Fig. 1: placement by cell class
Scale: 4 px per um.
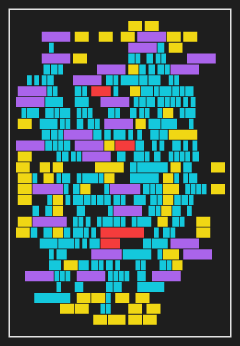
Fig. 2: M1 wires
Scale: 6 px per um.
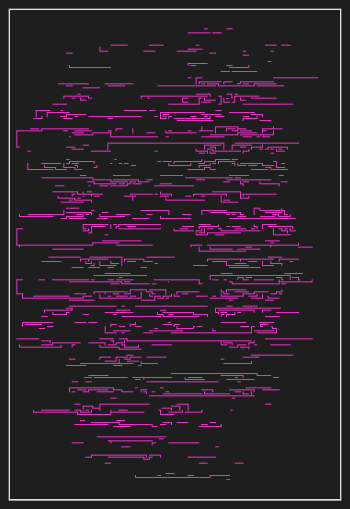
Fig. 3: layout detail
Region (1, 49) to (26, 74) um. Cells in gray, sequential cells in the stronger gray; small squares are vias.
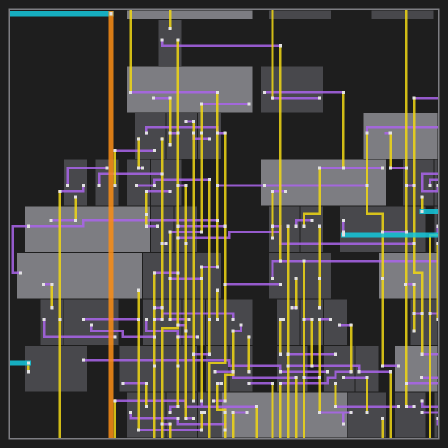
Fig. 4: drive-strength map
Scale: 4 px per um.
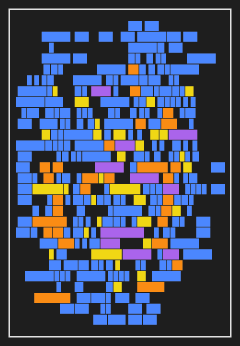
Fig. 5: routing congestion
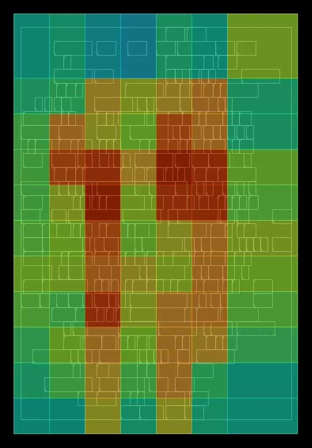
Design quad_gate_bist_seq, sky130hd; sources not shown.
==> results.txt <==
run metrics: status=finished clean, flip-flops with a built-in enable=0, Gate Area=a little over 0.001 sq mm, # IOs=35, yosys cell count=248, Worst Hold Depth=2, clock buffer depth=2, most numerous logic cell after layout=nand2_1, worst setup path class=in -> reg, DP Worst Slack=-0.148 ns, layout filler cell count=372, CP delay by family, top=simple AND/OR/NAND/NOR gates, P_sw=345 uW, post_cts resized=0, Critical Path Sink Type=flop, Post-CTS Setup Inserts=0, Post-Synth XOR/XNOR Area=2.60%, placed insts=326, synthesized net count=260, Synth warnings=0, Flops=26, GPL Wtd Cong=0.870, post-route ant nets=0, area fraction in compound gates=14.8%, Pleak=slightly below 1 nW, cts hold-fix bufs=0, share of post-route cells with drive strength above 1=23.0%, OpenROAD warning count=29, CP Max Fanout=6, path depth of the worst reg2reg path=15, most instantiated logic cells after routing=nand2_1 (66), clkdlybuf4s50_1 (33), dfxtp_1 (22), main logic family after synthesis=simple AND/OR/NAND/NOR gates, die width=55 um, Synth Seq Share=a little under a third, VDD IR-drop max=about 550 uV, final cell count without fillers=341, setup TNS=0 ns, die area=0.00448 sq mm, post-layout min period=between 2 and 2.5 ns, Starting Density=42.2%, critical path's largest stage delay=~0.48 ns, initial antenna violation count=0, worst setup margin=0.0492 ns, crit path DAT=1.98 ns, Post-Route WL=4380 um, adder-cell area share of the yosys netlist=between 3 and 4%, Cell Type Count=36, core area=0.00399 sq mm, worst reg-to-reg setup slack=0.07 ns, Final Hold Vio Count=0, Crit path buffers/inverters=2, number of stages on the worst setup path=12, slew at the pin with the worst max-slew slack=0.314 ns, Reg power frac=approximately 43%, Comb pwr share=22.5%, Clock Sink Count=26, CTS Root Cell=clkbuf_8, Mapped Cells=~250, Syn Area/Cell=6.80 sq um, clk ins delay skew pair=roughly 0.28 ns, die y size=approximately 82 um, Max Freq=roughly 0.5 GHz, CTS buffer count=3, drt first pass iters=4, Mapped Area=between 0.0015 and 0.002 sq mm, Max Cap Viol=0, Clock buf/inv share=3.05%, DRC Markers=0, total power density per cell area=541 mW/mm^2, n_taps=45, simple share=between 30% and 40%, post-synthesis async set-or-reset flop share=0%, global-route wire length before repair=6570 um, Clock Power=435 uW, combinational share of cell area=a little over two fifths, CP most frequent cell=nand2_1, final global-route overflow total=0, Critical Path RT=2.03 ns, CTS tree=done, Leading cell kind=logic gates, Fin Hold WS=roughly 0.27 ns, wire per inst=12.8 um, HP Class=reg -> reg, routed vias/inst=around 5.1, largest net degree at the start of global routing=16
-- Fig. 1 (at the start) --
Key: flip-flops = purple [cells 26]; all other logic = cyan [cells 209]; other buffers and delay cells = yellow [cells 57]; clock drivers and dummy loads = red [cells 4]
fraction of area in registers: 22.6%
fin area: 0.00234 sq mm

-- Fig. 2 (at the start) --
The layer holds 41% of the routed length. 276 nets have wire on it. The longest straight run is 20.7 um.
routing usage on met1: 21.8%
via count: 1,748

-- Fig. 3 (at the start) --
Key: met3 = cyan; met1 = purple; met4 = orange; met2 = yellow
Sequential cells in the window: 6. Most frequent: inv_1 (7), dfxtp_1 (6), nand2_1 (5). 44 logic cells have their middle in the window.

-- Fig. 4 (at the start) --
Key: drive 6 and up = purple [cells 10, share 3.4%, most used clkbuf_8]; drive 2 = yellow [cells 30, share 10%, most used inv_2]; drive 3 to 4 = orange [cells 28, share 9.5%, most used buf_4]; drive 1 or less = blue [cells 228, share 77%, most used nand2_1]
Layout area overhead: 38.8%
bufs w/o clock: 57

-- Fig. 5 (at the start) --
final core occ: 58.6%
global routing met2 resource utilization: 36.6%
met3 Use GR: 2.96%
all-layer global routing usage: 20.0%

==> cell usage after synthesis, types with 3 or more instances <==
cell,n,area (sq um)
inv_1,23,86.3
nand3_1,17,85.1
clkbuf_1,3,11.3
nor2_2,3,18.8
xor2_1,3,26.3
inv_2,8,30.0
dfxtp_1,26,521
buf_4,8,60.1
nor2_1,13,48.8
o21ai_0,7,35.0
nand4_1,3,18.8
o21ai_1,4,20.0
a21oi_1,19,95.1
nand2_1,69,259
nand2_2,5,31.3
ha_1,5,62.6
o211ai_1,4,30.0
==> metal layers <==
layer	vias up	GRT usage, %	part of all wire [%]
met4	0	7.75	1.6
met2	35	36.6	55
li1	896	-	-
met5	-	0	0
met1	810	21.8	41
met3	7	2.96	2.7
No activity file was given, so power comes from the tool's default toggle rates.
